Design countdown_timer_flat, sky130hd; sources not shown.
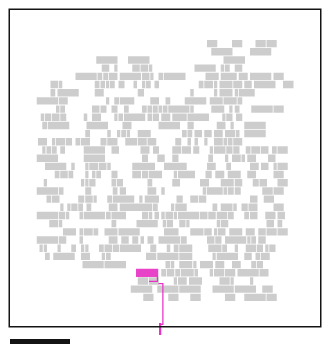
Run 1: I/O nets highlighted
The bar under the picture is 20 um long.
[magenta] bus_Tick | bits: 1 | direction: output | edge: bottom | end cells: 1 | wire: 20.9 um
buffers added on ports: 27
io pins: 28

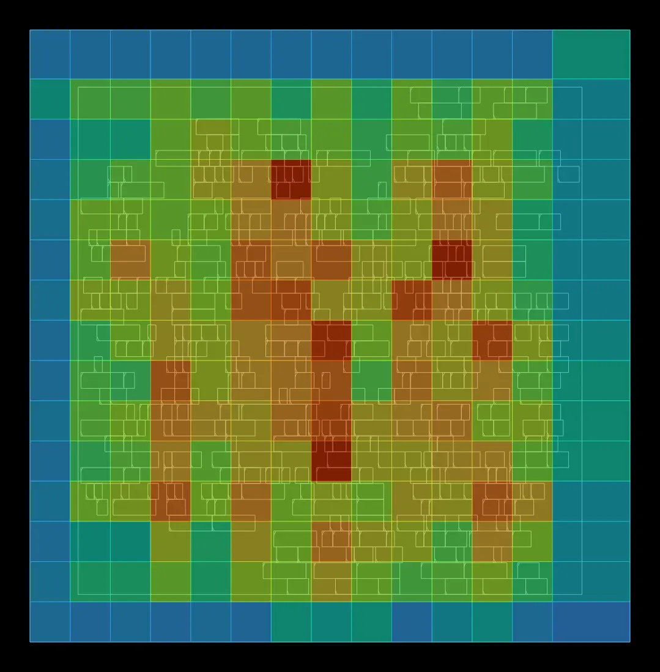
Run 1: routing congestion
Most Crowded Layer GR: met2
final core occ: 0.488
GR Util met2: 0.223

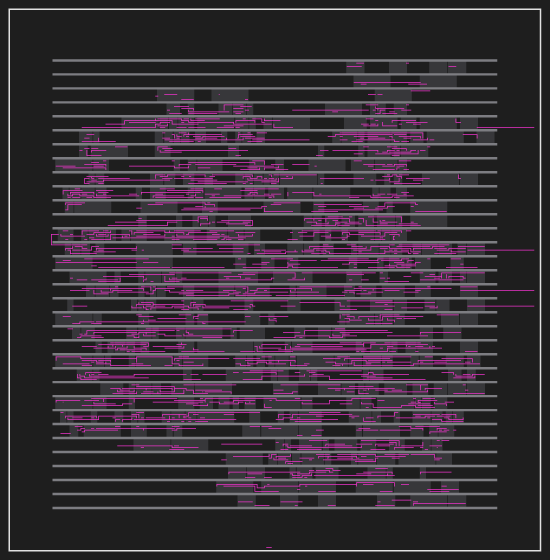
Run 1: the metal 1 layer
Supply wires on this layer in grey.
wire length on this layer: 3,920 um
main direction: horizontal
vias: 2,906
WL final: 7780 um
met1 Use GR: 0.195

==> impl_metrics.env, run 1 <==
# yosys + openroad results
export IMPL_wl_per_cell_um=15.2
export IMPL_first_pass_iters=4
export IMPL_min_path_cells=1
export IMPL_drv_slew=0
export IMPL_netlist_instances=394
export IMPL_clock_sinks=51
export IMPL_path_clk_slew_ps=90
export IMPL_cp_slowest_cell="dfxtp_1"
export IMPL_cts_htree_levels=2
export IMPL_path_delay_family="simple AND/OR/NAND/NOR gates"
export IMPL_yosys_warnings=0
export IMPL_place_congestion=0.800
export IMPL_avgSynthCellArea_sq_um=8.24
export IMPL_setup_violations=0
export IMPL_largest_reg_flops=26
export IMPL_grt_pass1_wl_um=13000
export IMPL_first_global_vias=2599
export IMPL_fin_hold_ws_ps=495
export IMPL_crit_top_cell="ha_1"
export IMPL_setup_worst_path_start_class="flop"
export IMPL_slowest_delay_ps=410
export IMPL_dieHeight_um=105
export IMPL_die_w_um=103
export IMPL_cts_tree="built"
export IMPL_endpoint_kind="flop"
export IMPL_fp_nets=423
export IMPL_maxCapViolCount=0
export IMPL_yosysTopAreaCell="dfxtp_1"
export IMPL_hold_path_class="reg -> reg"
export IMPL_status="finished clean"
export IMPL_cts_buffers=5
export IMPL_cp_num_buf_inv=1
export IMPL_top_cell_area_share=0.314
export IMPL_ys_seq_elements=51
run 1: worst reg2reg max path, stage by stage (launching register included):
cell and delay (ps):
dfxtp_1 410, ha_1 270, nand4_2 230, nor4_4 410, a21oi_4 170, nor2_1 210, a21oi_1 130, or2_2 340
ha_1 340, inv_1 60, a31o_2 120, o21ai_0 60
run 1: synthesized netlist by cell type, types with 4 or more instances:
cell type,count
or4_1,4
nor2b_1,5
nand2b_1,5
a31oi_1,7
or3_1,4
a21o_1,5
buf_2,5
mux2i_1,4
xnor2_1,4
inv_1,18
nand3b_1,7
nand2_1,27
and4_1,4
ha_1,17
nor2_1,38
o21ai_0,17
nor4_1,7
a21oi_1,32
clkbuf_1,12
or2_2,4
nand3_1,9
buf_6,4
a311oi_1,10
nand4_1,9
dfxtp_1,51
a211oi_1,7
nor3_1,10
run 1: layer usage:
metal / GRT usage / vias to the layer above / part of all wire
li1: - / 1490 / -
met1: 0.195 / 1367 / 0.50
met2: 0.223 / 41 / 0.45
met3: 0.0272 / 8 / 0.038
met4: 0.0434 / 0 / 0.013
met5: 0 / - / 0
run 1: cell families (layout without fill, tap and decap cells):
group / Yosys count / in the layout / synth area share
buf+inv: 44 / 60 / 0.0640
simple gates: 156 / 156 / 0.276
compound gates: 116 / 116 / 0.252
xor+xnor: 6 / 6 / 0.0162
mux: 4 / 4 / 0.0123
flops: 51 / 51 / 0.314
fa+ha+maj: 17 / 17 / 0.0655
run 1: cell type report:
cell class	count	area (sq um)	share of cell area
Tap cell	102	128	0.0348
Multi-Input combinational cell	299	2020	0.552
Timing Repair Buffer	34	323	0.0880
Clock inverter	1	30.0	0.00818
Clock buffer	6	72.6	0.0198
Sequential cell	51	1020	0.278
Inverter	19	71.3	0.0194
run 1: per-stage QoR:
step | cell area (sq um) | std cells
4_1_cts | 3670 | 512
2_1_floorplan | 3250 | 394
5_1_grt | 3670 | 512
3_3_place_gp | 3570 | 505
6_report | 3670 | 512
3_5_place_dp | 3570 | 505
run 1: report_power, final:
group / internal [uW] / switching, uW
Combinational: 131 / 131
Clock: 204 / 185
Sequential: 595 / 18.1
==> run 2, diff against run 1 <==
==> constraint.sdc (replaced) <==
create_clock -name CLOCK_50 -period 2.8 [get_ports CLOCK_50]
set_input_delay 0.42 -clock CLOCK_50 [delete_from_list [all_inputs] [get_ports CLOCK_50]]
set_output_delay 0.42 -clock CLOCK_50 [all_outputs]
set_load 0.01 [all_outputs]
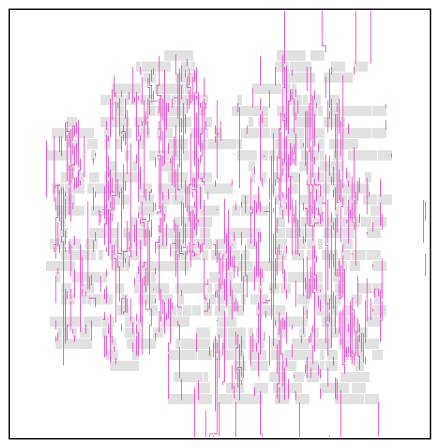
Run 2: metal 2
share of all routed wire: 47%
nets with wire on the layer: 386
wire length on this layer: 3,900 um
main direction: vertical
vias: 3,068
GR Util met2: 0.276

==> run 2 against run 1 <==
Clock power is 19% higher. Die size stayed put. Critical path depth stayed put. Global-route usage is 1.7 points higher. Synthesized cell count stayed put. Combinational power is 45% higher. Cell count is 6.4% higher. Total power is 29% higher. Largest power group unchanged. Fmax is 10% higher.
==> impl_metrics.env, run 2 <==
# yosys + openroad results
export IMPL_wl_per_cell_um=15.1
export IMPL_place_congestion=0.798
export IMPL_cts_htree_levels=2
export IMPL_swShare=0.270
export IMPL_portBuffers=27
export IMPL_first_pass_iters=4
export IMPL_setup_worst_path_start_class="flop"
export IMPL_setup_violations=0
export IMPL_fp_nets=423
export IMPL_synth_cells_most_frequent="dfxtp_1, nor2_1, a21oi_1"
export IMPL_routed_wl_um=8250
export IMPL_drv_slew=0
export IMPL_yosysMostFrequentCell="dfxtp_1"
export IMPL_top_cell_area_share=0.314
export IMPL_fin_cells=545
export IMPL_switching_power_uw=439
export IMPL_final_seq_area_sq_mm=0.00102
export IMPL_avgSynthCellArea_sq_um=8.24
export IMPL_status="finished clean"
export IMPL_sequentialPowerShare=0.483
export IMPL_first_global_vias=3059
export IMPL_yosysTopAreaCell="dfxtp_1"
export IMPL_dieHeight_um=105
export IMPL_place_inst=537
export IMPL_hold_path_class="reg -> reg"
export IMPL_logic_area_sq_mm=0.00203
export IMPL_grt_pass1_wl_um=14500
export IMPL_path_clk_slew_ps=90
export IMPL_pin_count=28
export IMPL_p_clk_frac=0.284
export IMPL_finish_utilization=0.520
export IMPL_clock_sinks=51
export IMPL_ys_seq_elements=51
export IMPL_die_w_um=103
## run 2: stage by stage
| stage | area, sq um | hold slack, ps | total power (uW) |
|---|---|---|---|
| 4_1_cts | 3910 | 488 | 1650 |
| 5_1_grt | 3920 | 520 | 1730 |
| 2_1_floorplan | 3250 | 449 | 1020 |
| 3_5_place_dp | 3810 | 474 | 1180 |
| 6_report | 3920 | 495 | 1630 |
| 3_3_place_gp | 3810 | 463 | 1180 |
## run 2: layout make-up
type / instances / area share
multi-input combinational: 299 / 0.519
timing repair buffer: 66 / 0.144
clock buffer: 8 / 0.0256
tap: 102 / 0.0326
sequential: 51 / 0.261
inverter: 19 / 0.0182
## run 2: per-layer routing
| layer | up-vias | global-route usage | part of all wire |
|---|---|---|---|
| li1 | 1556 | - | - |
| met5 | - | 0 | 0 |
| met2 | 45 | 0.276 | 0.47 |
| met1 | 1459 | 0.203 | 0.48 |
| met3 | 8 | 0.0292 | 0.040 |
| met4 | 0 | 0.0362 | 0.011 |
## run 2: repair_timing
item                                    4_1_cts  5_1_grt
hold endpoints to repair                      0        0
gates resized                                 0        4
setup buffers                                 0        0
endpoints found under the setup margin        0        7
## run 2: logic make-up (layout without fill, tap and decap cells)
group | count (synthesis) | count (layout) | synth area share
simple gates | 156 | 156 | 0.276
compound gates | 116 | 116 | 0.252
flops | 51 | 51 | 0.314
buf+inv | 44 | 93 | 0.0640
fa+ha+maj | 17 | 17 | 0.0655
xor+xnor | 6 | 6 | 0.0162
mux | 4 | 4 | 0.0123
## run 2: critical path, stage by stage, from the launching register on
cell and delay [ps]:
dfxtp_1 380, ha_1 210, nand4_2 180, or4_1 610
o21ai_2 160, a21oi_1 100, a21oi_2 180, or2_2 160
ha_1 250, inv_1 60, a31o_2 120, o21ai_0 70
## run 2: power groups by stage
stage                     logic (uW)  registers [uW]  clock network, uW
after floorplan                  206             815                  0
after global placement           374             804                  0
after CTS                        381             787                486
final                            379             787                462
after detailed placement         378             804                  0
after global routing             420             792                521
Power and IR drop assume default switching activity.
